### Clock nets

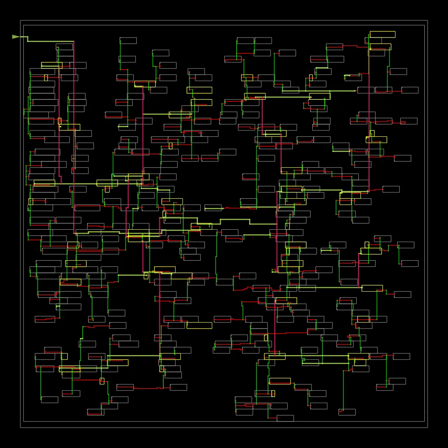
### Wire density map

Drawn at 2 px/µm. 36 x 36 tiles, from black (low) to pale yellow (high), scaled to the fullest tile. Values are wire area over tile area, all layers added.
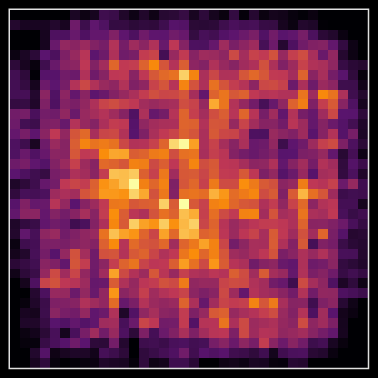
### Where the registers sit

Drawn at 2 px/µm. Other sequential cells in the stronger gray, the rest of the logic in the fainter gray.
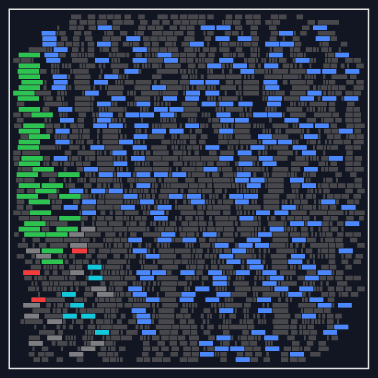
### The metal 3 layer

Drawn at 3 px/µm.
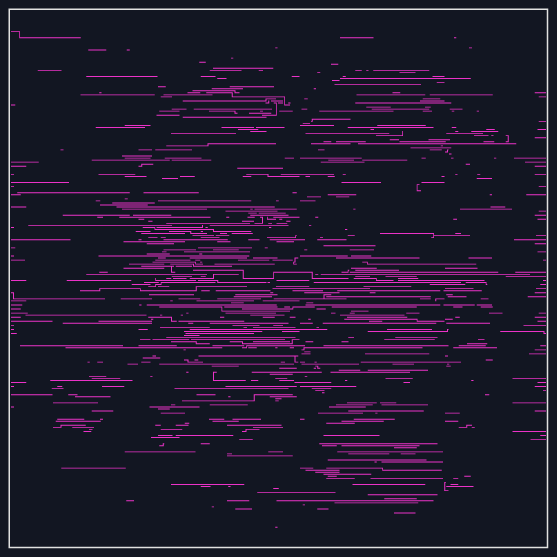
### Sizing map

Drawn at 3 px/µm.
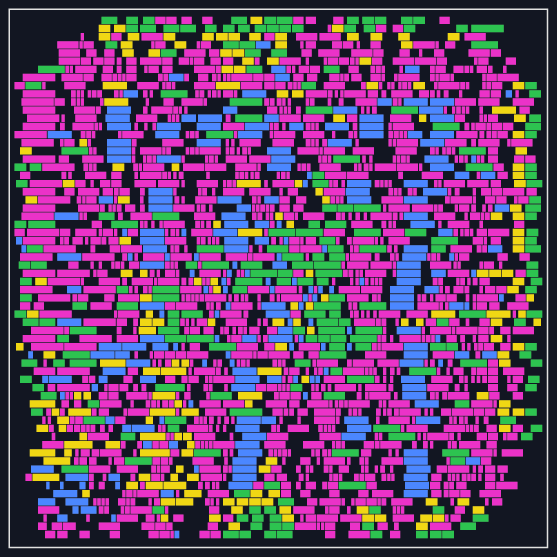
[config.mk]
export PLATFORM = sky130hd
export DESIGN_NAME = reorder_buffer
export DESIGN_NICKNAME = d
export VERILOG_FILES = /design/src/rtl/reorder_buffer.sv
export SDC_FILE = /design/constraint.sdc
export NUM_CORES = 1
export LEC_CHECK = 0
export CORE_UTILIZATION = 52
export DETAILED_ROUTE_END_ITERATION = 7
export GPL_TIMING_DRIVEN = 0
export HOLD_SLACK_MARGIN = 0.15
export PLACE_DENSITY_LB_ADDON = 0.08
export SYNTH_ARGS = -nofsm -noshare
export SYNTH_HDL_FRONTEND = slang
export SYNTH_SLANG_ARGS = --single-unit
[constraint.sdc]
create_clock -name clk -period 2.4 [get_ports clk]
set_input_delay 0.6 -clock clk [delete_from_list [all_inputs] [get_ports clk]]
set_output_delay 0.6 -clock clk [all_outputs]
set_load 0.05 [all_outputs]
[src/rtl/reorder_buffer.sv]
// reorder_buffer: circular in-order ROB that allocates tags, captures CDB results and retires in order
// Ports:
//   clk, reset                      clock (rising edge), synchronous active-high reset
//   dispatch_valid/dest/ready       allocation handshake; accepted iff valid && ready
//   assign_tag                      tag the next allocation will receive (tail pointer)
//   cdb_valid/tag/value             result broadcast captured into the matching live entry
//   rd1_tag/rd1_value, rd2_*        operand lookup of stored entry values (0 if not live)
//   flush                           squash every entry, overriding all other activity
//   commit_valid/reg_addr/rob_tag/value  head retirement toward map table and regfile
//   count                           number of occupied entries
module reorder_buffer #(
  parameter int ROB_TAG_LEN  = 3,
  parameter int REG_ADDR_LEN = 5,
  parameter int XLEN         = 32
) (
  input  logic                    clk,
  input  logic                    reset,
  input  logic                    dispatch_valid,
  input  logic [REG_ADDR_LEN-1:0] dispatch_dest,
  output logic                    dispatch_ready,
  output logic [ROB_TAG_LEN-1:0]  assign_tag,
  input  logic                    cdb_valid,
  input  logic [ROB_TAG_LEN-1:0]  cdb_tag,
  input  logic [XLEN-1:0]         cdb_value,
  input  logic [ROB_TAG_LEN-1:0]  rd1_tag,
  input  logic [ROB_TAG_LEN-1:0]  rd2_tag,
  output logic [XLEN-1:0]         rd1_value,
  output logic [XLEN-1:0]         rd2_value,
  input  logic                    flush,
  output logic                    commit_valid,
  output logic [REG_ADDR_LEN-1:0] commit_reg_addr,
  output logic [ROB_TAG_LEN-1:0]  commit_rob_tag,
  output logic [XLEN-1:0]         commit_value,
  output logic [ROB_TAG_LEN-1:0]  count
);
  // The all-ones tag is reserved as the map table's "no tag" value, so one slot is sacrificed.
  localparam int DEPTH = 2**ROB_TAG_LEN - 1;
  localparam logic [ROB_TAG_LEN-1:0] LAST = ROB_TAG_LEN'(DEPTH - 1);
  localparam logic [ROB_TAG_LEN-1:0] FULL = ROB_TAG_LEN'(DEPTH);
  localparam logic [ROB_TAG_LEN-1:0] SENT = '1;
  logic [DEPTH-1:0]        ent_valid, ent_ready;
  logic [REG_ADDR_LEN-1:0] ent_dest  [DEPTH];
  logic [XLEN-1:0]         ent_value [DEPTH];
  logic [ROB_TAG_LEN-1:0]  head, tail;
  logic                    alloc, cdb_hit;
  function automatic logic [ROB_TAG_LEN-1:0] nxt(input logic [ROB_TAG_LEN-1:0] p);
    return p == LAST ? '0 : p + 1'b1;
  endfunction
  always_comb begin
    dispatch_ready  = count != FULL;
    assign_tag      = tail;
    alloc           = dispatch_valid && dispatch_ready && !flush;
    // The tail slot is never live, so a CDB hit and an allocation can't collide.
    cdb_hit         = cdb_valid && cdb_tag != SENT && ent_valid[cdb_tag] && !flush;
    commit_valid    = ent_valid[head] && ent_ready[head] && !flush;
    commit_reg_addr = commit_valid ? ent_dest[head] : '0;
    commit_rob_tag  = commit_valid ? head : '0;
    commit_value    = commit_valid ? ent_value[head] : '0;
    // No CDB bypass: a value is visible only once it has been written into the entry.
    rd1_value       = (rd1_tag != SENT && ent_valid[rd1_tag]) ? ent_value[rd1_tag] : '0;
    rd2_value       = (rd2_tag != SENT && ent_valid[rd2_tag]) ? ent_value[rd2_tag] : '0;
  end
  always_ff @(posedge clk) begin
    if (reset || flush) begin
      ent_valid <= '0;
      ent_ready <= '0;
      head      <= '0;
      tail      <= '0;
      count     <= '0;
    end else begin
      if (commit_valid) begin
        ent_valid[head] <= 1'b0;
        head            <= nxt(head);
      end
      if (cdb_hit) begin
        ent_ready[cdb_tag] <= 1'b1;
        ent_value[cdb_tag] <= cdb_value;
      end
      if (alloc) begin
        ent_valid[tail] <= 1'b1;
        ent_ready[tail] <= 1'b0;
        ent_dest[tail]  <= dispatch_dest;
        ent_value[tail] <= '0;
        tail            <= nxt(tail);
      end
      count <= count + ROB_TAG_LEN'(alloc) - ROB_TAG_LEN'(commit_valid);
    end
  end
endmodule

==> results_slide.txt <==
Implementation Results

Outcome
  – Status: complete, but fails checks
  – Failing checks: negative setup slack

Worst setup path
  – Critical-path cell list: and4b_1 -> a311o_1 -> o211ai_4 -> buf_12 -> clkbuf_16 -> nor2_4 -> buf_8
  – Setup crit start: head[0]$_SDFFE_PP0P_
  – Critical path depth: 7
  – CP required: 1.80 ns
  – Reg2reg setup slack: -0.30 ns
  – Critical path class: reg -> out
  – RR Startpoint: head[0]$_SDFFE_PP0P_
  – CP Launch Type: flip-flop
  – Reg-to-reg critical path endpoint: count[2]$_SDFF_PP0_
  – R2R cell count: 13
  – CP bufs+invs: 3

Power
  – Largest Pwr Group: the clock network
  – Cell area power density: between 500 and 600 nW/µm²
  – Comb pwr share: 7.7%
  – Sequential share of power: a little over two fifths
  – Psw: around 2.6 mW
  – Pint: 8.48 mW
  – Sw Ratio: roughly a quarter

Yosys
  – Registers, synthesis: ~290
  – Synth Area in Simple Gates: 16.9%
  – Cells after synthesis: 1807
  – Async SR Flop Fraction: 0%
  – XOR Share, Synth: less than 1%
  – Area leader share: 30.8%
  – Most common reg cell: dfxtp_1
  – Top cells by area: dfxtp_1 31%, mux2i_1 17%, mux4_2 14%, nand2_1 10%, edfxtp_1 6.5%

Layout
  – Combinational share of cell area: 48.2%
  – Dominant logic cell types in the final layout: 439 x nand2_1, 239 x dfxtp_1, 226 x mux2i_1
  – Max FFs per register: 224
  – Ant. Diodes: 0
  – Comb_multi_in: 1360
  – Design area: 22200 µm²
  – Final Non-Filler Cells: about 2500
  – Clock-cell share: 5.24%
  – Fillers: 2185
  – Buffers, non-clock: 344
  – Non-clock buffer share: 16.7%
  – Gate Area: 10700 µm²
  – Nets@finish: between 2000 and 2500
  – Post-route core utilization: 72.3%
  – Inverters excl. clock: 8

Floorplan
  – Die area: ~32000 µm²
  – # rows: 64
  – Die W: 179 µm
  – Tap Count: 396
  – Die height: around 180 µm

Job
  – Max cap viols: 0

Route
  – Wire per inst: 24.8 µm
  – Vias/cell: 6.36
  – DRC: 0
  – Routed Wire Length: 60800 µm
  – Initial DRC count: 2156

STA
  – Tightest Pin Transition: ~0.73 ns
  – Slew headroom: about half
  – RSZ-0062 raised after global routing: true
  – Fin Hold WS: slightly below 0.5 ns
  – Setup violators final: 107
  – Final setup margin: -0.469 ns
  – Crit path time final: 2.87 ns
  – Skew final: 0.0143 ns
  – TNS Setup: -37.89 ns

Placed design
  – Dpl cell area: ~19000 µm²
  – Dpl ws: -1.71 ns
  – I/O Buffers: 156

Hold path
  – Hold path start: ent_value[0][1]$_SDFFE_PP0P_

Clock network
  – CTS root buffer: clkbuf_16
  – TritonCTS clock tree: yes
  – Number of cells upsized or downsized after cts: 1006
  – CTS max path bufs: 3
  – H-tree Lvls: 2
  – # clock sinks: around 290

Global routing
  – Global-route wire length before repair: 90400 µm
  – GRT overflow: 0
-- 'Clock nets' (at the start) --
seq_cells: 285
Clock Power: 5.39 mW
Worst-Skew Late Latency: 0.52 ns

-- 'Wire density map' (at the start) --
5.2% of the tiles are nearly empty. The mean over all tiles is 0.33. The fullest tile reaches 0.90. 27% of the tiles are over half the peak. The densest ninth of the die: middle.

-- 'Where the registers sit' (at the start) --
Key: cyan = `ent_ready` [sequential cells 7, where bottom left]; green = `ent_dest` [sequential cells 35]; red = `head` [sequential cells 3]; blue = `ent_value` [sequential cells 224]
Another 16 sequential cells are not colored.

-- 'The metal 3 layer' (at the start) --
The layer carries 6470 µm of wire. 357 nets have wire on it. The longest straight run is 69.5 µm. The wires run mostly horizontal. The layer holds 11% of the routed length.

-- 'Sizing map' (at the start) --
Key: magenta = x1 and smaller [cells 1425, share 69%]; yellow = x3 and x4 [cells 182, share 8.8%]; blue = x2 [cells 230, share 11%]; green = x6 and larger [cells 222, share 11%]

cell usage after synthesis (all sizes together) (2+ instances only):
library cell and instances:
and2 3, nor3 11, nand4b 4, nor2b 3
mux2i 271, nand2b 6, clkbuf 85, buf 69
a2111oi 2, a211oi 3, edfxtp 35, nor4b 2
ha 2, or4 2, dfxtp 250, o21ai 106
a21oi 172, nor4 2, or2 3, a31o 5
o211ai 2, and3 3, nor2 187, nor3b 2
o221ai 2, mux4 103, inv 8, nand3 6
nand2 440
layer usage:
layer	track usage, %	vias to the layer above	part of all wire [%]
met3	8.18	229	11
met1	47.8	7509	37
met4	21.1	0	5.6
met5	0	-	0
met2	61.2	1085	46
li1	-	6799	-
Power and IR drop assume default switching activity.
